Figure 1. Cell placement (run 1).
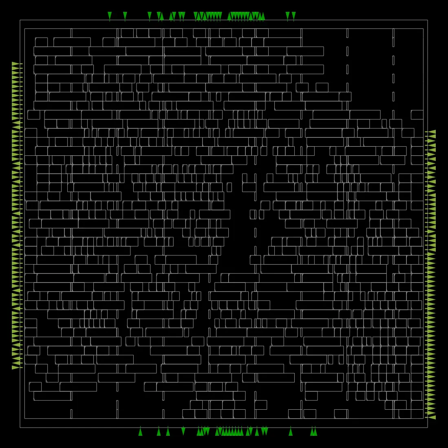
Figure 2. Wires at chosen ports, followed through buffers (run 1).
Scale: 4 px per um.
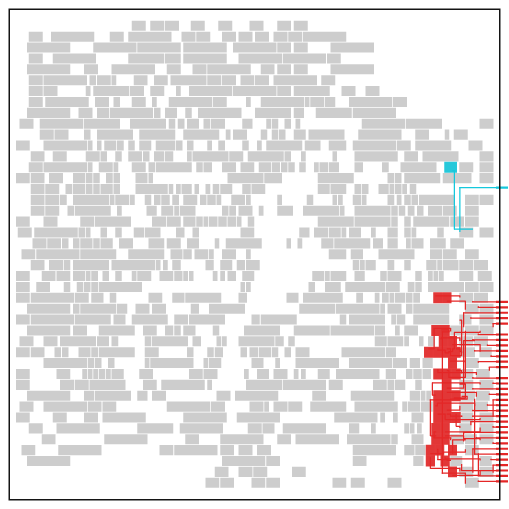
Figure 3. Placed cells, one colour a class (run 1).
Scale: 2 px per um.
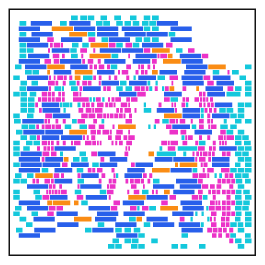
## src/rtl/mips_wb_arb.sv

```systemverilog
// ============================================================================
// Module   : mips_wb_arb
// Purpose  : Write-back arbiter merging MEM/WB results and a buffered mul/div
//            result FIFO onto the single register-file write port.
// Revision : 1.0  initial release
// ============================================================================
`ifndef MIPS_RFIDX_WIDTH
`define MIPS_RFIDX_WIDTH 5
`endif
`ifndef MIPS_DATA_WIDTH
`define MIPS_DATA_WIDTH 32
`endif
`ifndef MIPS_RFREG_NUM
`define MIPS_RFREG_NUM 32
`endif

`default_nettype none

module mips_wb_arb #(
    parameter int FIFO_DEPTH   = 2,
    parameter int STARVE_LIMIT = 4
) (
    input  logic                          clk,
    input  logic                          rst,
    input  logic                          pl_valid,
    input  logic                          pl_dest_en,
    input  logic [`MIPS_RFIDX_WIDTH-1:0]  pl_dest_idx,
    input  logic                          pl_is_load,
    input  logic [1:0]                    pl_ld_size,
    input  logic                          pl_ld_uns,
    input  logic [1:0]                    pl_addr_lo,
    input  logic [`MIPS_DATA_WIDTH-1:0]   pl_alu_dat,
    input  logic [`MIPS_DATA_WIDTH-1:0]   pl_ld_dat,
    input  logic                          md_valid,
    output logic                          md_ready,
    input  logic [`MIPS_RFIDX_WIDTH-1:0]  md_idx,
    input  logic [`MIPS_DATA_WIDTH-1:0]   md_dat,
    output logic                          wb_stall,
    output logic [`MIPS_RFREG_NUM-1:0]    md_pend,
    output logic                          wb_dest_en,
    output logic [`MIPS_RFIDX_WIDTH-1:0]  wb_dest_idx,
    output logic [`MIPS_DATA_WIDTH-1:0]   wb_dest_dat
);

    localparam int c_iw    = `MIPS_RFIDX_WIDTH;
    localparam int c_dw    = `MIPS_DATA_WIDTH;
    localparam int c_ptr_w = $clog2(FIFO_DEPTH);
    localparam int c_cnt_w = c_ptr_w + 1;
    localparam int c_stv_w = (STARVE_LIMIT > 1) ? $clog2(STARVE_LIMIT) : 1;

    logic [c_iw-1:0]     r_idx_mem [FIFO_DEPTH];
    logic [c_dw-1:0]     r_dat_mem [FIFO_DEPTH];
    logic [c_ptr_w-1:0]  r_wr_ptr;
    logic [c_ptr_w-1:0]  r_rd_ptr;
    logic [c_cnt_w-1:0]  r_count;
    logic [c_stv_w-1:0]  r_starve;
    logic                r_stall;
    logic                r_en;
    logic [c_iw-1:0]     r_idx;
    logic [c_dw-1:0]     r_dat;

    logic                w_pl_req;
    logic                w_nonempty;
    logic                w_pop;
    logic                w_push;
    logic                w_wait;
    logic                w_starve_hit;
    logic [7:0]          w_byte;
    logic [15:0]         w_half;
    logic [c_dw-1:0]     w_ld_fmt;
    logic [c_dw-1:0]     w_pl_dat;
    logic [FIFO_DEPTH-1:0]        w_slot_vld;
    logic [`MIPS_RFREG_NUM-1:0]   w_md_pend;

    assign w_pl_req   = pl_valid & pl_dest_en & (pl_dest_idx != '0) & ~r_stall;
    assign w_nonempty = (r_count != '0);
    // A stall cycle always has a non-empty FIFO, so the head wins whenever
    // the pipeline is not requesting.
    assign w_pop      = w_nonempty & ~w_pl_req;
    assign md_ready   = (r_count < c_cnt_w'(FIFO_DEPTH));
    assign w_push     = md_valid & md_ready & (md_idx != '0);

    assign w_wait       = w_nonempty & ~w_pop;
    assign w_starve_hit = w_wait & (r_starve == c_stv_w'(STARVE_LIMIT - 1));

    // Big-endian lanes: address 0 selects the most significant byte.
    always_comb begin
        w_byte   = 8'h00;
        w_half   = 16'h0000;
        w_ld_fmt = pl_ld_dat;
        case (pl_addr_lo)
            2'd0:    w_byte = pl_ld_dat[31:24];
            2'd1:    w_byte = pl_ld_dat[23:16];
            2'd2:    w_byte = pl_ld_dat[15:8];
            default: w_byte = pl_ld_dat[7:0];
        endcase
        w_half = pl_addr_lo[1] ? pl_ld_dat[15:0] : pl_ld_dat[31:16];
        case (pl_ld_size)
            2'b00:   w_ld_fmt = {{(c_dw-8){~pl_ld_uns & w_byte[7]}}, w_byte};
            2'b01:   w_ld_fmt = {{(c_dw-16){~pl_ld_uns & w_half[15]}}, w_half};
            default: w_ld_fmt = pl_ld_dat;
        endcase
    end

    assign w_pl_dat = pl_is_load ? w_ld_fmt : pl_alu_dat;

    for (genvar i = 0; i < FIFO_DEPTH; i++) begin : g_slot
        logic [c_ptr_w-1:0] w_off;
        assign w_off         = c_ptr_w'(i) - r_rd_ptr;
        assign w_slot_vld[i] = (c_cnt_w'(w_off) < r_count);
    end

    always_comb begin
        w_md_pend = '0;
        for (int i = 0; i < FIFO_DEPTH; i++) begin
            if (w_slot_vld[i]) begin
                w_md_pend[r_idx_mem[i]] = 1'b1;
            end
        end
    end

    assign md_pend = w_md_pend;

    // Storage needs no reset: occupancy is tracked by pointers and count.
    always_ff @(posedge clk) begin
        if (w_push) begin
            r_idx_mem[r_wr_ptr] <= md_idx;
            r_dat_mem[r_wr_ptr] <= md_dat;
        end
    end

    always_ff @(posedge clk or posedge rst) begin
        if (rst) begin
            r_wr_ptr <= '0;
            r_rd_ptr <= '0;
            r_count  <= '0;
            r_starve <= '0;
            r_stall  <= 1'b0;
            r_en     <= 1'b0;
            r_idx    <= '0;
            r_dat    <= '0;
        end else begin
            r_en <= w_pl_req | w_pop;
            if (w_pl_req) begin
                r_idx <= pl_dest_idx;
                r_dat <= w_pl_dat;
            end else if (w_pop) begin
                r_idx <= r_idx_mem[r_rd_ptr];
                r_dat <= r_dat_mem[r_rd_ptr];
            end

            if (w_push) begin
                r_wr_ptr <= r_wr_ptr + c_ptr_w'(1);
            end
            if (w_pop) begin
                r_rd_ptr <= r_rd_ptr + c_ptr_w'(1);
            end
            case ({w_push, w_pop})
                2'b10:   r_count <= r_count + c_cnt_w'(1);
                2'b01:   r_count <= r_count - c_cnt_w'(1);
                default: r_count <= r_count;
            endcase

            r_stall <= w_starve_hit;
            if (w_wait && !w_starve_hit) begin
                r_starve <= r_starve + c_stv_w'(1);
            end else begin
                r_starve <= '0;
            end
        end
    end

    assign wb_stall    = r_stall;
    assign wb_dest_en  = r_en;
    assign wb_dest_idx = r_idx;
    assign wb_dest_dat = r_dat;

endmodule

`default_nettype wire

```

## config.mk

```make
export PLATFORM = sky130hd
export DESIGN_NAME = mips_wb_arb
export DESIGN_NICKNAME = d
export VERILOG_FILES = /design/src/rtl/mips_wb_arb.sv
export SDC_FILE = /design/constraint.sdc
export NUM_CORES = 1
export LEC_CHECK = 0
export CAP_MARGIN = 20
export CORE_UTILIZATION = 41
export CTS_CLUSTER_DIAMETER = 120
export DETAILED_ROUTE_END_ITERATION = 10
export GPL_TIMING_DRIVEN = 0
export HOLD_SLACK_MARGIN = 0.02
export PLACE_DENSITY = 0.79
export SETUP_SLACK_MARGIN = 0.1
export SYNTH_ARGS = -nofsm -noshare
export SYNTH_HDL_FRONTEND = slang
export SYNTH_SLANG_ARGS = --single-unit
```

## constraint.sdc

```tcl
create_clock -name clk -period 3.8 [get_ports clk]
set_clock_uncertainty 0.15 [all_clocks]
set_input_delay 1.14 -clock clk [delete_from_list [all_inputs] [get_ports clk]]
set_output_delay 1.14 -clock clk [all_outputs]
set_load 0.01 [all_outputs]
```

==> impl_metrics.env, run 1 <==
# physical design summary
export IMPL_tightestPinTransition_ns=0.9091
export IMPL_power_frac_clock_pct=26.9
export IMPL_clock_sinks=119
export IMPL_period_needed_ns=3.628
export IMPL_die_width_um=122.3
export IMPL_yosys_area_share_xor_xnor_pct=0.7384
export IMPL_final_layout_top_logic_cell="sky130_fd_sc_hd__clkdlybuf4s50_1"
export IMPL_min_path_type="reg2reg"
export IMPL_simple_gate_area_share_pct=11.10
export IMPL_irDropWorstVdd_mv=0.4070
export IMPL_path_class="reg2out"
export IMPL_power_density_cell_area_mw_per_mm2=665.2
export IMPL_cp_data_required_time_ns=2.51
export IMPL_crit_path_max_incr_delay_ns=0.59
export IMPL_dpl_hpwl_um=14420
export IMPL_run_status="finished, final reports clean"
export IMPL_placedCellCount=900
export IMPL_antenna_cells=0
export IMPL_edf_count=74
export IMPL_gr_usage_all_layers_pct=26.60
export IMPL_drtPass1Iterations=5
export IMPL_grt_setup_unrepaired="false"
export IMPL_mux_area_share_pct=7.996
export IMPL_setup_tns_ns=0
export IMPL_post_synth_cell_types=53
export IMPL_drv_cap=0
export IMPL_fp_util_pct=42.40
export IMPL_detailedRoute_firstIterationViolations=435
export IMPL_netlist_instances=530
export IMPL_lay_top_cells="sky130_fd_sc_hd__clkdlybuf4s50_1 (179), sky130_fd_sc_hd__edfxtp_1 (74), sky130_fd_sc_hd__a21oi_1 (68), sky130_fd_sc_hd__nor2_1 (53), sky130_fd_sc_hd__dfrtp_1 (45)"
export IMPL_die_span_y_um=122.3
export IMPL_hold_slack_ns=0.3080
export IMPL_routed_via_density=5.877
export IMPL_cts_htree_levels=4
export IMPL_tool_warnings=26
export IMPL_ys_area_mm2=0.005931
export IMPL_power_total_w=0.005797
export IMPL_synth_stat_cells=530
export IMPL_grt_util_met2_pct=44.35
export IMPL_grt_first_pass_wirelength_um=29120
export IMPL_max_freq_mhz=275.6
export IMPL_cp_end_kind="primary output"
export IMPL_cts_inserted_buffers=17
export IMPL_totalWireLength_um=19360
export IMPL_cts_root_buf="sky130_fd_sc_hd__clkbuf_16"
export IMPL_cp_data_arrival_time_ns=2.34
export IMPL_synth_async_sr_flop_share_pct=37.82
export IMPL_route_antenna_remaining_nets=0
export IMPL_swShare_pct=34.17
export IMPL_critPathMaxFanout=10
export IMPL_crit_slowest_cell="sky130_fd_sc_hd__clkdlybuf4s50_1"
export IMPL_layout_nets=859
export IMPL_timing_hold_violations_final=0
export IMPL_synth_ff_latch_count=119
export IMPL_holdBufCountCts=0
export IMPL_floorplan_nets=649
export IMPL_filler_cell_count=1158
export IMPL_power_switching_w=0.001980
export IMPL_post_route_drc_count=0
export IMPL_grt_use_met1_pct=32.21
export IMPL_worstPathCellList="buf_4 > a21o_1 > buf_4 > nand3_1 > o22ai_1 > clkdlybuf4s50_1"
export IMPL_fp_dieArea_mm2=0.01495
export IMPL_sequential_cell_area_mm2=0.003348
export IMPL_first_global_vias=5514
export IMPL_worst_rel_slew_slack_pct=38.93
export IMPL_power_combinational_fraction_pct=39.0
export IMPL_aoi_share_pct=18.50
export IMPL_ys_warns=0
export IMPL_routed_wire_length_per_instance_um=20.75
export IMPL_dominant_kind_of_combinational_cell="AND-OR/OR-AND gates"
export IMPL_grtUsageMet3_pct=7.946
export IMPL_cp_dominant_cell_by_count="sky130_fd_sc_hd__buf_4"
export IMPL_cts_root_to_sink_buffers=2
export IMPL_seq_area_frac_synth_pct=56.46
export IMPL_timing_final_setup_violations=0
export IMPL_cts_tree="yes"
export IMPL_clkSlewWorstSetupHoldPaths_ns=0.06
export IMPL_p_seq_share_pct=34.1
export IMPL_min_period_over_period_pct=95.47
export IMPL_grt_busiest_layer="met2"
export IMPL_routabilityCongestion=0.9517
export IMPL_mi_logic_area_mm2=0.002322
export IMPL_global_route_overflow_total=0
export IMPL_adder_share_pct=0.4219
export IMPL_start_kind="register"
export IMPL_internal_power_w=0.003816
export IMPL_stdcell_count=933
export IMPL_slew_viol_final=0
export IMPL_p_leak_nw=3.259
export IMPL_netlist_area_mm2=0.005931
export IMPL_synth_top_flop_cell="sky130_fd_sc_hd__edfxtp_1"
export IMPL_syn_area_per_cell_um2=11.19
## Picture notes: Figure 1
final cell utilization of the core: 62.30%
number of cell rows: 43
standard cell core area: 0.01399 mm2

## Picture notes: Figure 2
md_pend -> red  # bits 32, direction output, end cells 32, buffers 32, wire 529 um
pl_valid -> cyan  # bits 1, direction input, end cells 1, buffers 1, wire 40.2 um
port buffer count: 187
number of top-level design ports: 189

## Picture notes: Figure 3
combinational and other logic -> magenta  # cells 366
remaining buffers and delay cells -> cyan  # cells 236
clock drivers and dummy loads -> orange  # cells 32
sequential cells -> blue  # cells 119

-- run 1: area by class of cell --
cell class | instances | area share (%)
clock inverters | 15 | 1.795
inverters | 11 | 0.4738
well taps | 180 | 2.584
plain buffers | 44 | 2.800
clock buffers | 17 | 4.882
multi-input cells | 355 | 26.65
flip-flops and latches | 119 | 38.42
repair buffers | 192 | 22.40
-- run 1: critical path: cells and delay by family (launching register included) --
family	cells	cell delay [ns]
AND/OR/NAND/NOR	1	0.26
flip-flops	1	0.32
buffers and inverters	3	0.88
AND-OR/OR-AND	2	0.45
-- run 1: power by group through the flow --
stage	logic [W]	clock network, W	registers, W
3_3_place_gp	0.00213	0	0.00199
5_1_grt	0.00244	0.00164	0.00200
2_1_floorplan	0.00113	0	0.00204
4_1_cts	0.00225	0.00158	0.00197
6_report	0.00226	0.00156	0.00198
3_5_place_dp	0.00223	0	0.00199
-- run 1: timing repair --
item / 4_1_cts / 5_1_grt
pin swaps: 1 / 0
buffers inserted: 1 / 1
gates resized: 11 / 3
setup endpoints to repair: 16 / 9
-- run 1: state kept, by name, indices dropped and copies added (netlist names) --
name         count
r_count          2
r_dat_mem       64
r_idx_mem       10
r_rd_ptr         1
r_starve         2
r_wr_ptr         1
wb_dest_dat     32
wb_dest_en       1
wb_dest_idx      5
wb_stall         1
-- run 1: synthesized netlist by cell type (10+ instances only) --
master	count	area share [%]
sky130_fd_sc_hd__o22ai_1	43	4.5
sky130_fd_sc_hd__nand2_1	12	0.76
sky130_fd_sc_hd__a21oi_1	68	5.7
sky130_fd_sc_hd__dfrtp_1	45	19
sky130_fd_sc_hd__inv_1	10	0.63
sky130_fd_sc_hd__clkbuf_1	23	1.5
sky130_fd_sc_hd__mux2i_1	44	7.4
sky130_fd_sc_hd__nor2_1	55	3.5
sky130_fd_sc_hd__edfxtp_1	74	37
sky130_fd_sc_hd__nand3_1	19	1.6
sky130_fd_sc_hd__o221ai_1	23	3.4
sky130_fd_sc_hd__buf_2	12	1.0
-- run 1: path summary, 6_finish.rpt --
| check | startpoint | to | slack [ns] | cells after the start |
|---|---|---|---|---|
| min reg2reg | r_starve[0]$_DFF_PP0_ | r_starve[0]$_DFF_PP0_ | 0.31 | 1 |
| min | r_starve[0]$_DFF_PP0_ | r_starve[0]$_DFF_PP0_ | 0.31 | 1 |
| max reg2reg | r_count[0]$_DFFE_PP0P_ | r_count[1]$_DFFE_PP0P_ | 1.48 | 7 |
| max | r_count[0]$_DFFE_PP0P_ | md_pend[27] | 0.17 | 6 |
| max in group asynchronous | rst | wb_dest_dat[19]$_DFFE_PP0P_ | 2.31 | 3 |
| min in group asynchronous | rst | wb_dest_en$_DFF_PP0_ | 0.76 | 2 |
-- run 1: through the flow --
step	area [um2]	worst slack, ns	util, %
floorplan	5931	0.2481	-
global placement	8028	-1.350	57.39
detailed placement	8118	0.1248	58.03
CTS	8703	0.1513	62.22
global route	8715	0.1030	62.30
finish	8715	0.1720	62.30
-- run 1: per-layer routing --
layer	up-vias	wire length (um)
li1	2467	-
met1	2669	7494
met2	321	9600
met3	26	1913
met4	0	351
met5	-	0
==> run 2: changes to the inputs <==
--- a/config.mk
+++ b/config.mk
@@ -6,12 +6,12 @@
 export NUM_CORES = 1
 export LEC_CHECK = 0
 export CAP_MARGIN = 20
+export CORE_ASPECT_RATIO = 1.2
 export CORE_UTILIZATION = 41
 export CTS_CLUSTER_DIAMETER = 120
 export DETAILED_ROUTE_END_ITERATION = 10
 export GPL_TIMING_DRIVEN = 0
-export HOLD_SLACK_MARGIN = 0.02
-export PLACE_DENSITY = 0.79
+export PLACE_DENSITY = 0.72
 export SETUP_SLACK_MARGIN = 0.1
 export SYNTH_ARGS = -nofsm -noshare
 export SYNTH_HDL_FRONTEND = slang
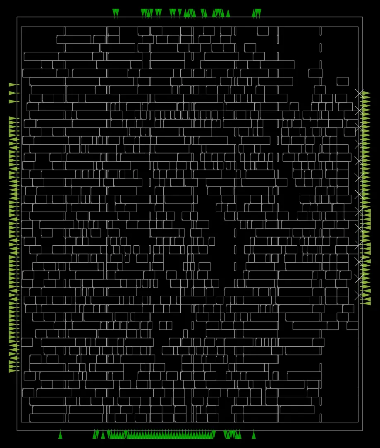
Figure 4: run 2, cell placement.
final cell utilization of the core: 62.87%
final instance count without filler cells: 922
standard cell core area: 0.01394 mm2

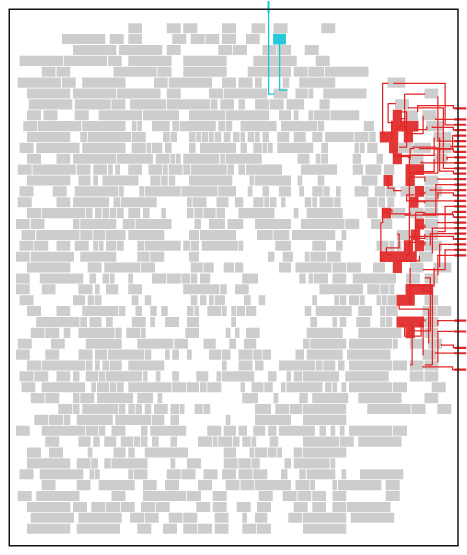
Figure 5: run 2, wires at chosen ports, followed through buffers.
Scale: 4 px per um.
pl_valid -> cyan  # bits 1, direction input, end cells 1, buffers 1, wire 36.4 um
md_pend -> red  # bits 32, direction output, end cells 32, buffers 32, wire 660 um

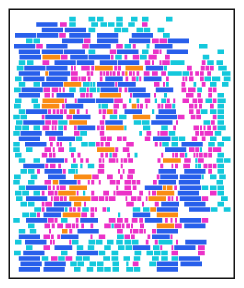
Figure 6: run 2, placed cells, one colour a class.
Scale: 2 px per um.
combinational and other logic -> magenta  # cells 366
clock drivers and dummy loads -> orange  # cells 32
remaining buffers and delay cells -> cyan  # cells 234
sequential cells -> blue  # cells 119
Final Instance Area: 0.008762 mm2
register fraction of the total cell area: 38.21%

==> impl_metrics.env, run 2 <==
# physical design summary
export IMPL_run_status="complete, but fails checks"
export IMPL_failed_checks="DRC"
export IMPL_detailedRoute_firstIterationViolations=438
export IMPL_path_class="reg2out"
export IMPL_die_span_y_um=133.8
export IMPL_post_route_drc_count=13
export IMPL_holdBufCountCts=0
export IMPL_min_path_type="reg2reg"
export IMPL_routed_via_density=5.863
export IMPL_netlist_area_mm2=0.005931
export IMPL_crit_slowest_cell="sky130_fd_sc_hd__clkdlybuf4s50_1"
export IMPL_power_density_cell_area_mw_per_mm2=678.8
export IMPL_routabilityCongestion=0.9234
export IMPL_synth_ff_latch_count=119
export IMPL_irDropWorstVdd_mv=0.4833
export IMPL_first_global_vias=5650
export IMPL_mi_logic_area_mm2=0.002331
export IMPL_syn_area_per_cell_um2=11.19
export IMPL_timing_final_setup_violations=0
export IMPL_cts_inserted_buffers=17
export IMPL_cp_data_arrival_time_ns=2.33
export IMPL_postPlaceCellArea_mm2=0.008092
export IMPL_filler_cell_count=1156
export IMPL_setup_tns_ns=0
export IMPL_p_leak_nw=3.372
export IMPL_ys_warns=0
export IMPL_critPathMaxFanout=10
export IMPL_min_period_over_period_pct=95.22
export IMPL_critical_path_top_delay_family="buffers and inverters"
export IMPL_start_kind="register"
export IMPL_ys_area_mm2=0.005931
export IMPL_drv_cap=0
export IMPL_grt_first_pass_wirelength_um=30790
export IMPL_post_synth_cell_types=53
export IMPL_post_synth_top_area_cell="sky130_fd_sc_hd__edfxtp_1"
export IMPL_gr_usage_all_layers_pct=27.22
export IMPL_tightestPinTransition_ns=0.7644
export IMPL_worstPathCellList="clkbuf_4 > a21o_1 > or3b_4 > o22ai_2 > clkdlybuf4s50_1"
export IMPL_antenna_cells=0
export IMPL_cts_root_buf="sky130_fd_sc_hd__clkbuf_16"
export IMPL_global_route_overflow_total=0
export IMPL_cp_end_kind="primary output"
export IMPL_placedCellCount=891
export IMPL_clock_sinks=119
export IMPL_timing_hold_violations_final=0
export IMPL_lay_top_cells="sky130_fd_sc_hd__clkdlybuf4s50_1 (180), sky130_fd_sc_hd__edfxtp_1 (74), sky130_fd_sc_hd__a21oi_1 (68), sky130_fd_sc_hd__nor2_1 (53), sky130_fd_sc_hd__dfrtp_1 (45)"
export IMPL_place_port_buffers=187
export IMPL_drtPass1Iterations=8
export IMPL_top_cell="sky130_fd_sc_hd__edfxtp_1"
export IMPL_slew_viol_final=0
export IMPL_synth_largest_type_area_fraction_pct=37.47
export IMPL_seq_area_frac_synth_pct=56.46
export IMPL_max_flop_register="r_dat_mem"
export IMPL_max_freq_mhz=276.4
export IMPL_synth_top_flop_cell="sky130_fd_sc_hd__edfxtp_1"
export IMPL_dpl_hpwl_um=15510
export IMPL_boundaryPins=189
export IMPL_clkSlewWorstSetupHoldPaths_ns=0.06
export IMPL_tool_warnings=27
export IMPL_sequential_cell_area_mm2=0.003348
run 2: cell counts after synthesis:
No cell type changed its count.
run 2: cells by family (layout without fill, tap and decap cells):
kind of cell               count (synthesis)  count (layout)  synth area share (%)
AOI/OAI and AO/OA                        171             171                 18.50
xor gates and xnor gates                   5               5                0.7384
adders and majority gates                  2               2                0.4219
buffers and inverters                     56             277                 4.789
DFF                                      119             119                 56.46
muxes                                     46              46                 7.996
and+or+nand+nor                          131             131                 11.10
run 2: per-stage QoR:
stage / total power (W) / setup slack (ns)
after detailed placement: 0.004221 / 0.1073
after global placement: 0.004146 / -1.370
after CTS: 0.005951 / 0.1115
after floorplan: 0.003163 / 0.2481
after global routing: 0.006228 / 0.04721
final: 0.005948 / 0.1815
run 2: layer usage:
layer / vias up / GRT usage [%] / wire [um]
met4: 0 / 11.04 / 525
met3: 43 / 7.188 / 1634
met2: 249 / 48.93 / 10360
li1: 2465 / - / -
met5: - / 0 / 0
met1: 2649 / 30.44 / 7383
run 2: path summary, 6_finish.rpt:
path                                          endpoint  slack [ns]                    from  cells after the start
max                                         md_pend[8]        0.18  r_count[0]$_DFFE_PP0P_                      5
min                              r_starve[0]$_DFF_PP0_        0.32   r_starve[0]$_DFF_PP0_                      1
max reg2reg                     r_count[1]$_DFFE_PP0P_        1.46  r_count[0]$_DFFE_PP0P_                      7
min reg2reg                      r_starve[0]$_DFF_PP0_        0.32   r_starve[0]$_DFF_PP0_                      1
max in group asynchronous        r_starve[0]$_DFF_PP0_        2.11                     rst                      3
min in group asynchronous  wb_dest_dat[18]$_DFFE_PP0P_        0.89                     rst                      2
run 2: repair_timing:
item                       CTS  global route
pin swaps                    0             1
setup endpoints to repair   16            23
buffers inserted             0             1
resized                      2            14
run 2: layout make-up:
type                       count  area share [%]
clock inverter                14           2.299
sequential                   119           38.21
buffer                        43           2.742
clock buffer                  18           4.898
multi-input combinational    355           26.60
tap                          171           2.442
inverter                      11          0.4712
timing repair buffer         191           22.33
run 2: where the power goes:
| group | total, W | internal (W) | leakage (nW) | switching [W] |
|---|---|---|---|---|
| Clock | 0.00172 | 0.00110 | 0.306 | 0.000615 |
| Sequential | 0.00197 | 0.00178 | 1.22 | 0.000197 |
| Combinational | 0.00226 | 0.00107 | 1.85 | 0.00119 |
Power and IR drop assume default switching activity.
